<file path="config.mk">
export PLATFORM = sky130hd
export DESIGN_NAME = rotate_sched
export DESIGN_NICKNAME = d
export VERILOG_FILES = /design/src/rtl/rot_pkg.sv /design/src/rtl/rotate_skew_pipe.sv /design/src/rtl/rotate_sched.sv
export SDC_FILE = /design/constraint.sdc
export NUM_CORES = 1
export LEC_CHECK = 0
export CAP_MARGIN = 20
export CORE_AREA = 2 2 39 41
export DETAILED_ROUTE_END_ITERATION = 8
export DIE_AREA = 0 0 41 43
export PLACE_DENSITY = 0.74
export SYNTH_ARGS = -nofsm -noshare
export SYNTH_HDL_FRONTEND = slang
export SYNTH_SLANG_ARGS = --single-unit
</file>
<file path="constraint.sdc">
create_clock -name clk -period 5.05 [get_ports clk]
set_input_delay 0.505 -clock clk [delete_from_list [all_inputs] [get_ports clk]]
set_output_delay 0.505 -clock clk [all_outputs]
set_load 0.01 [all_outputs]
</file>
<file path="src/rtl/rot_pkg.sv">
// Shared constants and helpers for the lane-rotate sequencing controller.
package rot_pkg;

  typedef enum logic {
    DIR_FWD = 1'b0,
    DIR_REV = 1'b1
  } rot_dir_e;

  localparam int unsigned CW = 4;

  function automatic int unsigned clog2(input int unsigned value);
    int unsigned res;
    res = 0;
    while ((32'd1 << res) < value) res++;
    return res;
  endfunction

endpackage

</file>
<file path="src/rtl/rotate_skew_pipe.sv">
// Triangular select delay line: select bit k reaches its stage k cycles after accept,
// alongside an L-deep valid shift register.
module rotate_skew_pipe #(
  parameter int unsigned L = 3
) (
  input  logic         i_clk,
  input  logic         i_rst_n,
  input  logic         i_acc,
  input  logic [L-1:0] i_eamt,
  output logic [L-1:0] o_sel,
  output logic         o_valid
);

  logic [L-1:0] r_vld;

  // Stage 0 sees the wave in the accept cycle itself, so its select is not registered.
  assign o_sel[0] = i_acc & i_eamt[0];

  for (genvar k = 1; k < L; k++) begin : g_skew
    logic [k-1:0] r_dl;

    always_ff @(posedge i_clk or negedge i_rst_n) begin
      if (!i_rst_n) begin
        r_dl <= '0;
      end else begin
        r_dl[0] <= i_acc & i_eamt[k];
        for (int unsigned j = 1; j < k; j++) r_dl[j] <= r_dl[j-1];
      end
    end

    assign o_sel[k] = r_dl[k-1];
  end

  always_ff @(posedge i_clk or negedge i_rst_n) begin
    if (!i_rst_n) begin
      r_vld <= '0;
    end else begin
      r_vld[0] <= i_acc;
      for (int unsigned j = 1; j < L; j++) r_vld[j] <= r_vld[j-1];
    end
  end

  assign o_valid = r_vld[L-1];

endmodule

</file>
<file path="src/rtl/rotate_sched.sv">
// Sequencing controller for an L-stage registered lane-rotate network: handshake,
// effective-amount arithmetic, select skewing, credit throttling and underflow flag.
module rotate_sched
  import rot_pkg::*;
#(
  parameter int unsigned N       = 8,
  parameter int unsigned L       = clog2(N),
  parameter int unsigned CREDITS = 4
) (
  input  logic          clk,
  input  logic          reset,
  input  logic          req_valid,
  output logic          req_ready,
  input  logic [L-1:0]  req_amt,
  input  logic          req_dir,
  output logic [L-1:0]  stage_sel,
  output logic          out_valid,
  input  logic          out_consume,
  output logic [CW-1:0] credit_cnt,
  output logic          err_underflow
);

  logic [CW-1:0] r_credit;
  logic          r_err;
  logic          w_acc;
  logic [L-1:0]  w_eamt;
  rot_dir_e      w_dir;

  // Ready depends only on the credit register and reset, never on req_valid/out_consume.
  assign req_ready = reset & (r_credit < CW'(CREDITS));
  assign w_acc     = req_valid & req_ready;
  assign w_dir     = rot_dir_e'(req_dir);
  assign w_eamt    = (w_dir == DIR_REV) ? (L'(0) - req_amt) : req_amt;

  rotate_skew_pipe #(
    .L (L)
  ) u_skew (
    .i_clk   (clk),
    .i_rst_n (reset),
    .i_acc   (w_acc),
    .i_eamt  (w_eamt),
    .o_sel   (stage_sel),
    .o_valid (out_valid)
  );

  always_ff @(posedge clk or negedge reset) begin
    if (!reset) begin
      r_credit <= '0;
      r_err    <= 1'b0;
    end else begin
      if (out_consume && r_credit == '0) r_err <= 1'b1;
      if (w_acc && !out_consume) begin
        r_credit <= r_credit + CW'(1);
      end else if (!w_acc && out_consume && r_credit != '0) begin
        r_credit <= r_credit - CW'(1);
      end
    end
  end

  assign credit_cnt    = r_credit;
  assign err_underflow = r_err;

endmodule

</file>
**Run 1: cell placement**

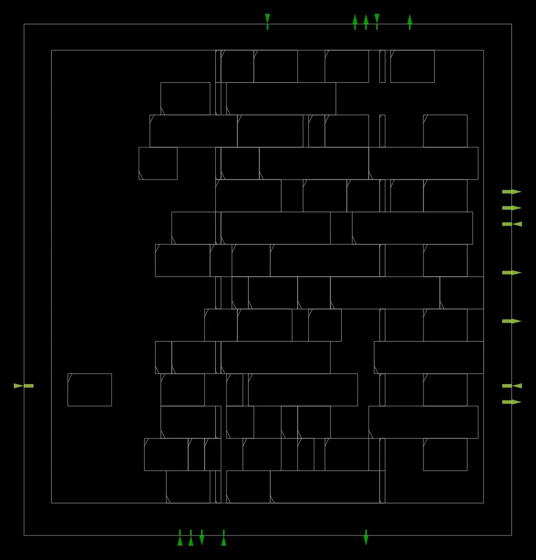
Seq cells: 11
Row Count: 14

**Run 1: ports around the boundary**

(12 px per µm) Pins as bars across the die edge, other pins in grey.
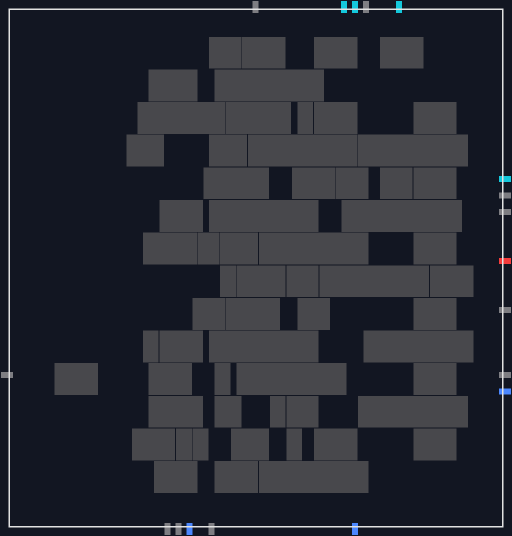
credit_cnt: drawn in cyan, pins 4, direction output, edge 3 top, 1 right. stage_sel: drawn in blue, pins 3, direction output, edge 2 bottom, 1 right. err_underflow: drawn in red, pins 1, direction output, edge right.
All pins by edge: 7 right, 5 top, 5 bottom, 1 left.

**Run 1: metal 2**

(12 px per µm)
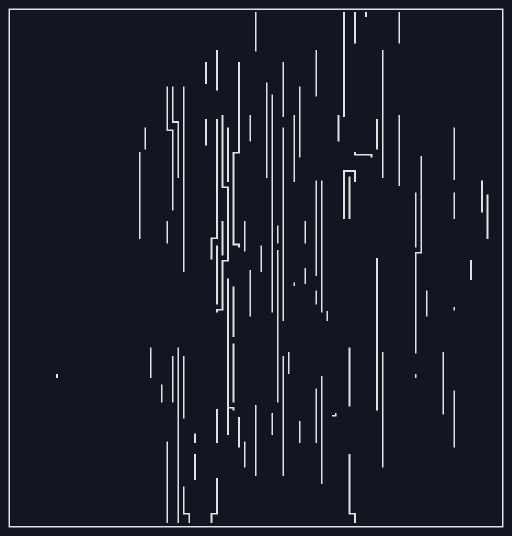
The layer holds 50% of the routed length. The wires run mostly vertical. The layer carries 455 µm of wire.

==> flow_summary.yaml, run 1 <==
# physical design summary
drt:
  route.detailed.drc: 0
  routed.top_layer: "met4"
  via_count: 372
  viasPerCell: 4.831
  detail-route-antenna-nets: 0
  wirelength_met1_um: 361
  dr_wl_met2_um: 454
  wl_um: 907
sta:
  clock_skew_ps: 5.601
  fin_crit_sh_pct: 54.08
  hold_viol: 0
  worst_pin_slew_ps: 565.0
  fin_crit_ps: 2731
  rsz0062_at_grt: "no"
  setup-violations-final: 0
  slew_headroom_pct: 62.22
  max_freq_mhz: 366.2
yosys:
  synthAoiAreaFrac_pct: 3.571
  ys_seq_share_pct: 49.11
  synth.top_cells.by_count: "11 x dfrtp_1, 3 x ha_1, 3 x inv_1, 3 x nor2_1, 3 x xor2_1"
  xor_area_share_pct: 6.250
  ys_sh_adder_pct: 10.27
  yosysWarnings: 0
  synth_top_area_share_pct: 49.11
  syn_avg_cell_area_um2: 13.35
  ys_sh_simple_pct: 16.52
  edf_count: 0
  synth-main-ff-cell: "dfrtp_1"
  mux_share_pct: 8.929
  synth_flops: 11
  ys_cells: 42
clock_network:
  cts_buffer_depth: 2
  path_clk_slew_ps: 60
  cts_hold_buf: 0
  cts_made_buffers: 3
  ctsResizeCount: 0
  cts_max_level: 1
  cts-root-buf: "clkbuf_4"
  clkLatencyLatePin_ps: 270
  clock_sinks: 11
  cts_setup_buffers: 0
cells_and_area:
  drive_above_1_share_pct: 16.39
  nNetsFinal: 74
  postLayoutCoreUtil_pct: 55.06
critical_path:
  cp_data_arrival_time_ps: 2230
  end_kind: "output port"
  r2r_start: "credit_cnt[2]"
  critPathLaunchType: "input port"
  crit_buf_inv: 2
  rrSetupSlack_ps: 3000
  r2r_cells: 8
  cp_data_required_time_ps: 4550
  critPathMaxStageDelay_ps: 830
flow_run:
  warnings: 26
  drv_cap: 0
outcome:
  run_status: "complete, no violations"
floorplanning:
  die_height_um: 43
  fp.dieW_um: 41
  chipArea_um2: 1763
  fp-utilization_pct: 40.51
  coreArea_um2: 1384
global_route:
  antenna_found_initial: 0
  grt_usage_pct: 13.63
  grt_pass1_vias: 355
hold_path:
  hp-start: "u_skew.r_vld[1]"
pwr:
  power_density_nw_per_um2: 503.5
  leakagePower_nw: 0.3571
placed_design:
  place_hpwl_um: 739.5
  pre_cts_slack_ps: 2132
  io_buffers: 17
run 1: stage by stage:
| step | hold slack [ps] | instance area (µm²) | std cells | power (W) |
|---|---|---|---|---|
| after global placement | 334.0 | 735.7 | 73 | 0.0003212 |
| after CTS | 366.2 | 762.0 | 77 | 0.0003873 |
| after detailed placement | 351.5 | 735.7 | 73 | 0.0003273 |
| after floorplan | 209.4 | 560.5 | 42 | 0.0002507 |
| after global routing | 371.4 | 762.0 | 77 | 0.0004073 |
| final | 359.2 | 762.0 | 77 | 0.0003837 |
run 1: sequential cells by signal, summed over array words and instances (netlist names):
name / cells
err_underflow: 1
credit_cnt: 4
u_skew.g_skew.r_dl: 3
u_skew.r_vld: 3
run 1: worst max path at each step:
| stage | start | endpoint | cells past startpoint |
|---|---|---|---|
| after floorplan | credit_cnt[2] | credit_cnt[3] | 8 |
| after global placement | reset | credit_cnt[3] | 9 |
| after detailed placement | reset | credit_cnt[3] | 9 |
| after CTS | reset | stage_sel[0] | 4 |
| after global routing | reset | stage_sel[0] | 4 |
| final | reset | stage_sel[0] | 4 |
run 1: routing by layer:
metal	global-route usage, %	vias to the layer above
li1	-	174
met2	19.69	13
met4	14.00	0
met3	3.141	5
met5	0	-
met1	14.77	180
run 1: power breakdown:
group | internal [W] | switching (W) | total [W]
clock | 0.0000307 | 0.0000295 | 0.0000602
combinational | 0.000112 | 0.0000656 | 0.000177
sequential | 0.000115 | 0.0000316 | 0.000146
total | 0.000257 | 0.000127 | 0.000384
run 1: layout make-up:
class	instances	area [µm²]	share of cell area, %
clock buffers	4	26.28	3.448
multi-input cells	25	255.2	33.50
well taps	16	20.02	2.627
repair buffers	17	170.2	22.33
inverters	4	15.01	1.970
flip-flops and latches	11	275.3	36.12
**Run 1: port wiring**

(6 px per µm)
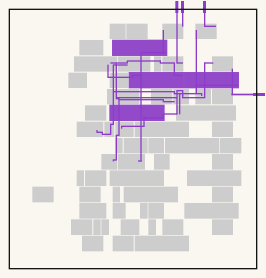

--- run 2 (diff from run 1) ---
--- a/config.mk
+++ b/config.mk
@@ -6,10 +6,9 @@
 export NUM_CORES = 1
 export LEC_CHECK = 0
 export CAP_MARGIN = 20
-export CORE_AREA = 2 2 39 41
+export CORE_UTILIZATION = 39
 export DETAILED_ROUTE_END_ITERATION = 8
-export DIE_AREA = 0 0 41 43
-export PLACE_DENSITY = 0.74
+export PLACE_DENSITY = 0.72
 export SYNTH_ARGS = -nofsm -noshare
 export SYNTH_HDL_FRONTEND = slang
 export SYNTH_SLANG_ARGS = --single-unit
==> constraint.sdc (replaced) <==
create_clock -name clk -period 2.36 [get_ports clk]
set_input_delay 0.236 -clock clk [delete_from_list [all_inputs] [get_ports clk]]
set_output_delay 0.236 -clock clk [all_outputs]
set_load 0.01 [all_outputs]
**Run 2: port wiring**

(6 px per µm)
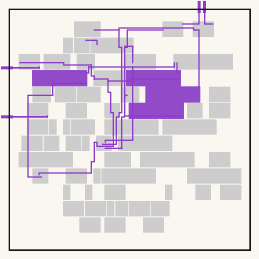
credit_cnt: drawn in purple, bits 4, direction output, edge 2 top, 2 left, end cells 4, buffers 4, wire 240 µm.

==> flow_summary.yaml, run 2 <==
# physical design summary
pwr:
  power.internal_w: 0.0005504
  sw_frac_of_total_pct: 32.52
  p_seq_share_pct: 38.6
  pwr-share-clk_pct: 15.4
placed_design:
  io_buffers: 17
critical_path:
  startpoint: "credit_cnt[2]"
  cp_data_arrival_time_ps: 2220
  r2r_cells: 8
  critPathMaxStageDelay_ps: 450
  cp_data_required_time_ps: 2550
sta:
  fin_crit_ps: 2023
  max_freq_mhz: 494.2
  hold_viol: 0
  clock_skew_ps: 3.582
yosys:
  xor_area_share_pct: 6.250
  synth-main-ff-cell: "dfrtp_1"
  yosysWarnings: 0
  mux_share_pct: 8.929
  ys_seq_share_pct: 49.11
  synthAoiAreaFrac_pct: 3.571
  ys_sh_adder_pct: 10.27
  edf_count: 0
  synth.top_cells.by_count: "11 x dfrtp_1, 3 x ha_1, 3 x inv_1, 3 x nor2_1, 3 x xor2_1"
drt:
  via_count: 369
  viasPerCell: 4.792
  wl_um: 913
cells_and_area:
  largest_register_ff_count: 4
  nNetsFinal: 75
floorplanning:
  chipArea_um2: 1593
  die_height_um: 39.91
  coreArea_um2: 1318
  std_cell_rows: 13
  fp-utilization_pct: 42.55
flow_run:
  drv_cap: 0
  warnings: 26
clock_network:
  path_clk_slew_ps: 70
global_route:
  grt_pass1_vias: 372
  grt_usage_pct: 15.74
hold_path:
  hp-start: "u_skew.g_skew[2].r_dl[0]"
outcome:
  run_status: "complete, no violations"
==> run 2: cell counts after synthesis <==
No cell type changed its count.
==> run 2: routing by layer <==
metal	vias up	track usage, %	wire length (µm)
met4	0	2.586	0
met1	177	17.44	415
met3	0	10.23	64
met2	14	25.40	433
li1	178	-	-
met5	-	0	0
==> run 2: power by group through the flow <==
stage,Sequential [W],Clock [W],Combinational (W)
finish,0.000315,0.000126,0.000375
global placement,0.000316,0,0.000373
CTS,0.000317,0.000131,0.000381
floorplan,0.000322,0,0.000214
global route,0.000326,0.000143,0.000414
detailed placement,0.000319,0,0.000379
==> run 2: critical path, delay by kind of cell (launching register included) <==
| kind | cells | cell delay, ps |
|---|---|---|
| and+or+nand+nor | 2 | 390 |
| xor gates and xnor gates | 1 | 150 |
| AOI/OAI and AO/OA | 2 | 350 |
| adders and majority gates | 1 | 270 |
| muxes | 1 | 230 |
| DFF | 1 | 450 |
| buffers and inverters | 1 | 120 |
==> run 2: stage by stage <==
| step | power (W) | utilization (%) | instance area, µm² |
|---|---|---|---|
| 6_report | 0.0008156 | 58.31 | 768.2 |
| 5_1_grt | 0.0008830 | 58.31 | 768.2 |
| 4_1_cts | 0.0008295 | 58.31 | 768.2 |
| 3_5_place_dp | 0.0006972 | 56.32 | 742.0 |
| 3_3_place_gp | 0.0006889 | 56.32 | 742.0 |
| 2_1_floorplan | 0.0005364 | - | 560.5 |
==> run 2: cell type report <==
| cell class | count | area, µm² |
|---|---|---|
| fillers | 114 | 549.3 |
| repair buffers | 18 | 177.7 |
| multi-input cells | 25 | 255.2 |
| well taps | 15 | 18.77 |
| flip-flops and latches | 11 | 275.3 |
| inverters | 4 | 15.01 |
| clock buffers | 4 | 26.28 |
No activity file was given, so power comes from the tool's default toggle rates.
